--- src/rtl/div_iter_unit.sv ---
// div_iter_unit: multi-cycle radix-2 restoring divider, signed or unsigned.
// Produces one quotient bit per clock and returns {remainder, quotient}.
// div_end is high whenever the unit is idle and can accept a request.
module div_iter_unit #(
    parameter int DATA_W = 32
) (
    input  logic                  clk,
    input  logic                  reset,
    input  logic                  flush,
    input  logic                  div_start,
    input  logic                  div_op,
    input  logic [DATA_W-1:0]     dividend,
    input  logic [DATA_W-1:0]     divisor,
    output logic [2*DATA_W-1:0]   div_result,
    output logic                  div_end,
    output logic                  div_valid
);

    localparam int CNT_W = (DATA_W > 1) ? $clog2(DATA_W) : 1;
    localparam logic [CNT_W-1:0] LAST_ITER = CNT_W'(DATA_W - 1);

    typedef enum logic [1:0] {
        IDLE,
        CALC,
        FIX
    } state_t;

    state_t state, state_nxt;

    logic [CNT_W-1:0]  cnt;
    logic [DATA_W-1:0] rem;
    logic [DATA_W-1:0] quo;
    logic [DATA_W-1:0] dvs_mag;
    logic [DATA_W-1:0] dvd_raw;
    logic              op_signed;
    logic              dvd_neg;
    logic              dvs_neg;
    logic              dvs_zero;

    logic              start_ok;
    logic [DATA_W-1:0] dvd_mag_in;
    logic [DATA_W-1:0] dvs_mag_in;
    logic [DATA_W:0]   rem_shift;
    logic [DATA_W:0]   trial;
    logic [DATA_W-1:0] quo_fix;
    logic [DATA_W-1:0] rem_fix;

    // Flush always wins over a new request.
    assign start_ok = div_start & ~flush;

    // State register
    always_ff @(posedge clk) begin
        if (reset) begin
            state <= IDLE;
        end else begin
            state <= state_nxt;
        end
    end

    // Next-state logic: IDLE -> CALC -> FIX -> IDLE, flush aborts to IDLE
    always_comb begin
        state_nxt = state;
        unique case (state)
            IDLE: if (start_ok) state_nxt = CALC;
            CALC: begin
                if (flush) begin
                    state_nxt = IDLE;
                end else if (cnt == LAST_ITER) begin
                    state_nxt = FIX;
                end
            end
            FIX:     state_nxt = IDLE;
            default: state_nxt = IDLE;
        endcase
    end

    // Output logic: ready exactly when idle
    always_comb begin
        div_end = (state == IDLE);
    end

    // Operand magnitudes: two's-complement absolute value in signed mode
    always_comb begin
        dvd_mag_in = (div_op && dividend[DATA_W-1]) ? -dividend : dividend;
        dvs_mag_in = (div_op && divisor[DATA_W-1])  ? -divisor  : divisor;
    end

    // One restoring step: shift the next dividend bit in, try subtracting
    always_comb begin
        rem_shift = {rem, quo[DATA_W-1]};
        trial     = rem_shift - {1'b0, dvs_mag};
    end

    // Sign restoration; a zero divisor bypasses it and returns the raw dividend
    always_comb begin
        quo_fix = (op_signed && (dvd_neg ^ dvs_neg)) ? -quo : quo;
        rem_fix = (op_signed && dvd_neg) ? -rem : rem;
        if (dvs_zero) begin
            quo_fix = '1;
            rem_fix = dvd_raw;
        end
    end

    // Datapath: operand capture, iteration registers and result write
    always_ff @(posedge clk) begin
        if (reset) begin
            cnt        <= '0;
            rem        <= '0;
            quo        <= '0;
            dvs_mag    <= '0;
            dvd_raw    <= '0;
            op_signed  <= 1'b0;
            dvd_neg    <= 1'b0;
            dvs_neg    <= 1'b0;
            dvs_zero   <= 1'b0;
            div_result <= '0;
            div_valid  <= 1'b0;
        end else begin
            div_valid <= 1'b0;
            unique case (state)
                IDLE: begin
                    if (start_ok) begin
                        op_signed <= div_op;
                        dvd_neg   <= div_op & dividend[DATA_W-1];
                        dvs_neg   <= div_op & divisor[DATA_W-1];
                        dvs_zero  <= (divisor == '0);
                        dvd_raw   <= dividend;
                        quo       <= dvd_mag_in;
                        dvs_mag   <= dvs_mag_in;
                        rem       <= '0;
                        cnt       <= '0;
                    end
                end
                CALC: begin
                    if (!flush) begin
                        cnt <= cnt + 1'b1;
                        if (!trial[DATA_W]) begin
                            rem <= trial[DATA_W-1:0];
                            quo <= {quo[DATA_W-2:0], 1'b1};
                        end else begin
                            rem <= rem_shift[DATA_W-1:0];
                            quo <= {quo[DATA_W-2:0], 1'b0};
                        end
                    end
                end
                FIX: begin
                    if (!flush) begin
                        div_result <= {rem_fix, quo_fix};
                        div_valid  <= 1'b1;
                    end
                end
                default: ;
            endcase
        end
    end

endmodule

--- config.mk ---
export PLATFORM = sky130hd
export DESIGN_NAME = div_iter_unit
export DESIGN_NICKNAME = d
export VERILOG_FILES = /design/src/rtl/div_iter_unit.sv
export SDC_FILE = /design/constraint.sdc
export NUM_CORES = 1
export LEC_CHECK = 0
export CAP_MARGIN = 30
export CELL_PAD_IN_SITES_DETAIL_PLACEMENT = 0
export CELL_PAD_IN_SITES_GLOBAL_PLACEMENT = 1
export CORE_MARGIN = 5
export CORE_UTILIZATION = 33
export DETAILED_ROUTE_END_ITERATION = 12
export GPL_TIMING_DRIVEN = 0
export PLACE_DENSITY_LB_ADDON = 0.3
export SLEW_MARGIN = 40
export SYNTH_ARGS = -nofsm -noshare
export SYNTH_HDL_FRONTEND = slang
export SYNTH_SLANG_ARGS = --single-unit
--- constraint.sdc ---
create_clock -name clk -period 3.6 [get_ports clk]
set_clock_uncertainty 0.2 [all_clocks]
set_input_delay 0.72 -clock clk [delete_from_list [all_inputs] [get_ports clk]]
set_output_delay 0.72 -clock clk [all_outputs]
set_load 0.02 [all_outputs]
Figure 1. Power grid (run 1).
The bar under the picture is 50 um long. Pins as bars on the die edge.
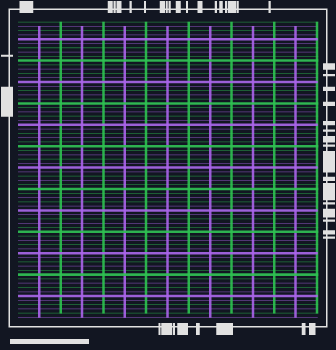
- purple: VSS
- green: VDD
- rows: 69
- signal pins: 135
- met5 straps: 13
- met4 straps: 14
Core Area: 35,700 um2
Die Span Y: 201 um
maximum ir drop on the vdd rail: 0.256 mV

Figure 2. Placed cells, one color a class (run 1).
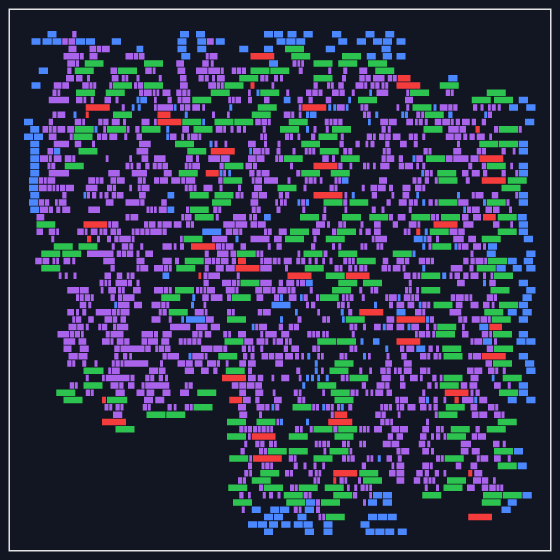
- purple: combinational and other logic (cells 1,296)
- green: flops (cells 204)
- blue: other buffers and delay cells (cells 237)
- red: clock drivers and dummy loads (cells 46)
fraction of standard cell area that is sequential: 27.0%
final core occ: 42.3%
final design area excluding fillers: 15,100 um2
Core Rows: 69

==> notes.md, run 1 <==
Implementation progress

The run finished with clean final reports. The largest individual stage delay along the critical path comes from the cell sky130_fd_sc_hd__fa_1. Overall power consumption after layout is estimated at 5.97 mW. Once iteration 0 of detailed routing completed, the report listed 528 DRC markers. The antenna diode instance count stands at 0. The cell area after synthesis stands at 12,000 um2. The layout has 3,729 filler cells.

The number of maximum-capacitance constraint violations stands at 0. In this design, the critical path's most frequently occurring cell is sky130_fd_sc_hd__a21oi_4. The clock buffer instance count of the final layout stands at 35. The register with the most flip-flops in the final layout is div_result. Logged for this run, the post-placement worst setup slack is -1.11 ns. The number of global-route vias before repair stands at 11,700.

The routed wire length stands at 41,900 um. The area share of the largest cell type after synthesis stands at 34.0%. For reference, the final report shows the max-slew violation count at 0.

Each instance of the synthesized netlist takes up on average 7.52 um2. The count of instances resized after the clock tree is built stands at 18. The number of sinks handled by clock tree synthesis stands at 204. The maximum fanout along the worst path stands at 10. The DRC violation count after routing stands at 0. The pre-antenna-repair detailed-routing pass consisted of 5 iterations. The detailed router placed 11,800 vias in this run. The placed cell area stands at 13,900 um2. Summing the areas of all fa, ha and maj instances in the mapped netlist gives 4.12% of the synthesized area. The number of antenna violations at the first check in global routing is 0.

STA lists the startpoint of the worst hold path as div_result[39]. The combined area of the multi-input logic cells stands at 7550 um2. The final HPWL from detailed placement stands at 33,900 um. Counting the inverters off the clock network in the layout gives 53.

STA reports a reg2reg setup slack of 0.11 ns. The final report lists a non-filler cell total of 2,244. The final critical-path setup slack stands at 0.106 ns. In the Yosys report, the sequential cells make up 34.0% of the chip area.

The number of warning messages in the logs stands at 27. For this run, combinational gates with multiple inputs come to 1,243. The count of nets left with antenna violations once routing finished came out at 0. The class occupying the most area after layout is reported as combinational gates. Yosys reports that the most numerous cell types are sky130_fd_sc_hd__nand2_1 (249), sky130_fd_sc_hd__dfxtp_1 (204), sky130_fd_sc_hd__nor2_1 (180). TritonCTS built the clock tree.

The worst setup path is launched from a register. Per the final layout report, the fraction of cells sized above drive strength 1 comes to 5.72%. The final layout contains a sequential cell count of 204. In the synthesized netlist the dominant register cell turns out to be sky130_fd_sc_hd__dfxtp_1. The endpoint required time on the critical path stands at 3.79 ns. Measured on the final layout, buffering overhead outside the clock network stands at 12.1%. The final hold violation count stands at 0.
Figure 3. Clock wires, drivers and flops (run 1).
The bar under the picture is 50 um long.
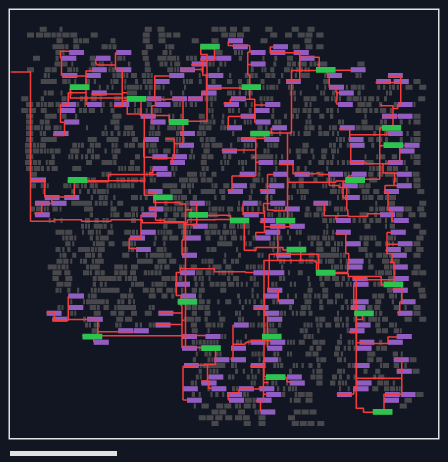
- red: clock wires (length 2,940 um)
- purple: flip-flops (count 204)
- green: clock drivers (count 25)
- flops lie: widely spread
- routed clock nets: 26
Clock group: 2.63 mW
clock network power share: 44.0%
Worst-Skew Late Latency: 0.54 ns

run 1: report_power, final:
group	total, mW	switching, mW	internal, mW
clock	2.63	0.997	1.63
sequential	2.41	0.0765	2.33
combinational	0.938	0.563	0.375
run 1: per-stage QoR:
step	setup TNS, ns	hold WS (ns)
floorplan	0	0.232
global route	-0.00644	0.274
CTS	0	0.258
detailed placement	-25.62	0.249
global placement	-26.08	0.242
finish	0	0.256
run 1: layer usage:
layer	vias up	track usage [%]	share of wire (%)	routed length, um
met4	0	7.55	4.0	1700
met3	80	2.49	3.9	1630
met5	-	0	0	0
li1	5964	-	-	-
met2	276	35.6	49	20700
met1	5435	24.4	43	17900
run 1: tightest hold or removal path, delay by kind of cell, from the launching register on:
family,cells,cell delay [ns]
compound gates,1,0.05
flops,1,0.31
simple gates,1,0.05
Figure 4. The clock network (run 1).
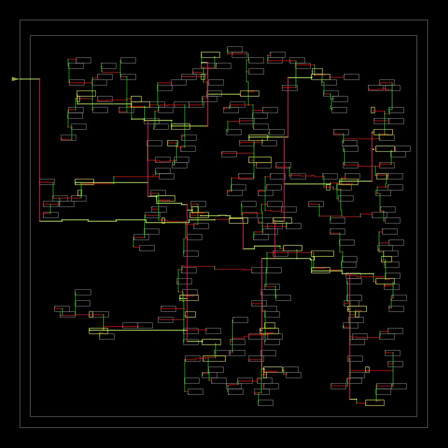

==> run 2, diff against run 1 <==
==> constraint.sdc (replaced) <==
create_clock -name clk -period 3.65 [get_ports clk]
set_clock_uncertainty 0.2 [all_clocks]
set_input_delay 0.73 -clock clk [delete_from_list [all_inputs] [get_ports clk]]
set_output_delay 0.73 -clock clk [all_outputs]
set_load 0.02 [all_outputs]
Figure 5. The clock network (run 2).
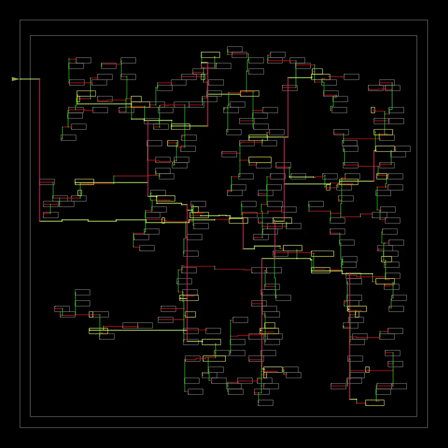
CTS Buf Count: 25
Clock group: 2.59 mW
count of clock tree sinks: 204

==> run 2 against run 1 <==
Sequential cell count unchanged. Worst hold slack better by 0.0015 ns. Routed wire length increased by 0.32%. Critical endpoint unchanged.
==> notes.md, run 2 <==
Implementation progress

The hold slack stands at 0.257 ns (was 0.256 ns). The final design utilization was 42.1% (was 42.3%). The vertical die size stands at 201 um (unchanged). The routed wire length was 42,000 um (was 41,900 um).

The placement-stage worst setup slack was -1.07 ns (was -1.11 ns). The site row count stands at 69 (unchanged). The number of maximum-capacitance constraint violations was 0 (unchanged). The final HPWL from detailed placement is 33,900 um (unchanged).

The mean instance size in the synthesized netlist came to 7.52 um2 (unchanged). The first-pass iteration count of the detailed router was 5 (unchanged). The DRC violation count after routing stands at 0 (unchanged). Run status: completed (unchanged). The antenna diode instance count is 0 (unchanged).

The top metal layer carrying routed signals is met4 (unchanged). The number of violations reported at the end of detailed-routing iteration 0 was 555 (was 528). The ratio of cells with drive above 1 in the final layout stands at 5.56% (was 5.72%). The cell type with the highest occurrence count on the critical path is sky130_fd_sc_hd__a21oi_4 (unchanged).

The sum of met3 wire segment lengths after detailed routing stands at 1580 um (was 1630 um). The non-clock inverter count in the final layout is 53 (unchanged). The data-path buffer share of cell area in the final layout came to 11.9% (was 12.1%).
## run 2: path summary, 6_finish.rpt
| path | to | depth (start not counted) | start |
|---|---|---|---|
| worst max-delay path | rem[15] | 14 | quo[31] |
| worst min-delay path | div_result[55] | 2 | div_result[55] |
| worst max register to register | rem[15] | 14 | quo[31] |
| worst min register to register | div_result[55] | 2 | div_result[55] |
## run 2: timing repair
action,in CTS,in global routing
endpoints found under the setup margin,42,48
setup buffers,4,1
hold buffers,0,0
pin swaps,1,3
gates resized,15,22
hold endpoints to repair,0,0
## run 2: power by group
group          internal (mW)  switching (mW)  leakage [nW]  total, mW
clock                   1.61           0.985         0.436       2.59
combinational          0.366           0.554          3.19      0.920
sequential              2.30          0.0753          1.66       2.37
Figure 6. Clock wires, drivers and flops (run 2).
The bar under the picture is 50 um long.
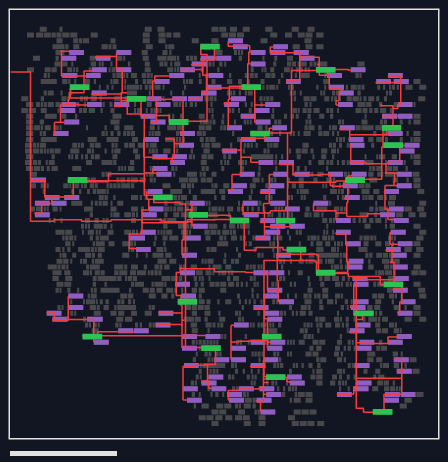

==> run 3, diff against run 2 <==
==> constraint.sdc (replaced) <==
create_clock -name clk -period 3 [get_ports clk]
set_clock_uncertainty 0.2 [all_clocks]
set_input_delay 0.6 -clock clk [delete_from_list [all_inputs] [get_ports clk]]
set_output_delay 0.6 -clock clk [all_outputs]
set_load 0.02 [all_outputs]
Figure 7. Clock wires, drivers and flops (run 3).
The bar under the picture is 50 um long.
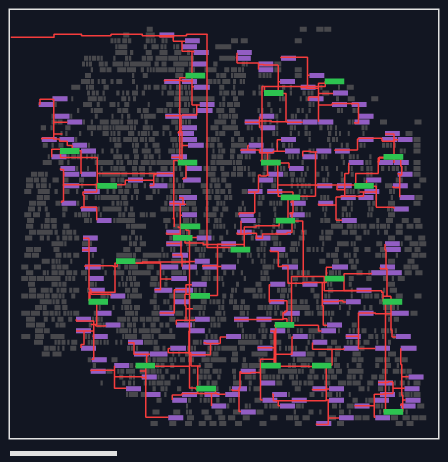
- green: clock drivers (count 25)
- red: clock wires (length 3,080 um)
- purple: flip-flops (count 204)
- routed clock nets: 26
Clock group: 2.85 mW
Worst-Skew Late Latency: 0.53 ns
clock network power share: 40.3%

==> run 3 against run 2 <==
The run now ends with setup timing left. Critical path depth is 3 lower. Worst hold slack got worse by 0.016 ns. Worst setup slack worse by 0.30 ns. Cell count is 1.8% higher. Clock power is about 10% higher. Global-route usage is 1.7 points higher. Via count up 3.3%. Critical path type unchanged.
==> notes.md, run 3 <==
Implementation progress

The final reports fail on setup timing. The number of global-route vias before repair stands at 12,000 (was 11,700). The first-pass iteration count of the detailed router is 6 (was 5). The power in combinational cells is 1.34 mW (was 920 uW). The antenna diode instance count stands at 1 (was 0). The core outline area was 35,700 um2 (unchanged). The count of endpoints failing setup in the final report stands at 36 (was 0).

The hold slack stands at 0.241 ns (was 0.257 ns). The mean instance size in the synthesized netlist stands at 7.52 um2 (unchanged). The flip-flop cell with the highest count after synthesis was sky130_fd_sc_hd__dfxtp_1 (unchanged). The last element of the critical path was div_result[61] (was rem[15]). The destination of the worst hold path was dvs_mag[0] (was div_result[55]). The met3 global-route usage came to 2.92% (was 2.49%). The final critical-path setup slack stands at -0.197 ns (was 0.101 ns).

The filler cell count was 3,649 (was 3,733). The depth of the worst register-to-register path stands at 11 (was 14). The final instance area is 16,000 um2 (was 15,000 um2). The register name with the most flops was div_result (unchanged). The final design utilization stands at 44.9% (was 42.1%). The internal power summed over all cells came to 5.04 mW (was 4.27 mW). The DRC violation count after routing came to 0 (unchanged). The number of sinks handled by clock tree synthesis stands at 204 (unchanged). The site row count stands at 69 (unchanged). The number of violations reported at the end of detailed-routing iteration 0 stands at 689 (was 555). The clock buffer instance count of the final layout stands at 35 (unchanged). The critical path startpoint is rem[15] (was quo[31]). The net load switching power stands at 2.04 mW (was 1.61 mW). The sequential area share after synthesis stands at 34.0% (unchanged). The part of the power in combinational logic came to 18.9% (was 15.6%). The ratio of cells with drive above 1 in the final layout stands at 13.6% (was 5.56%). Run status: finished with violations (was completed).
run 3: cell counts after synthesis:
No cell type changed its count.
run 3: worst max-delay path: stages (launching register included):
cell and delay, ns:
sky130_fd_sc_hd__dfxtp_2 0.38, sky130_fd_sc_hd__or4_4 0.55, sky130_fd_sc_hd__nor3_4 0.16, sky130_fd_sc_hd__nand4b_1 0.16
sky130_fd_sc_hd__or4_4 0.45, sky130_fd_sc_hd__or3b_4 0.44, sky130_fd_sc_hd__buf_4 0.16, sky130_fd_sc_hd__o31ai_4 0.17
sky130_fd_sc_hd__xor2_1 0.17, sky130_fd_sc_hd__o21ai_1 0.07, sky130_fd_sc_hd__nand2_1 0.09, sky130_fd_sc_hd__a21oi_1 0.06
Power is estimated from default activity; no workload was simulated.
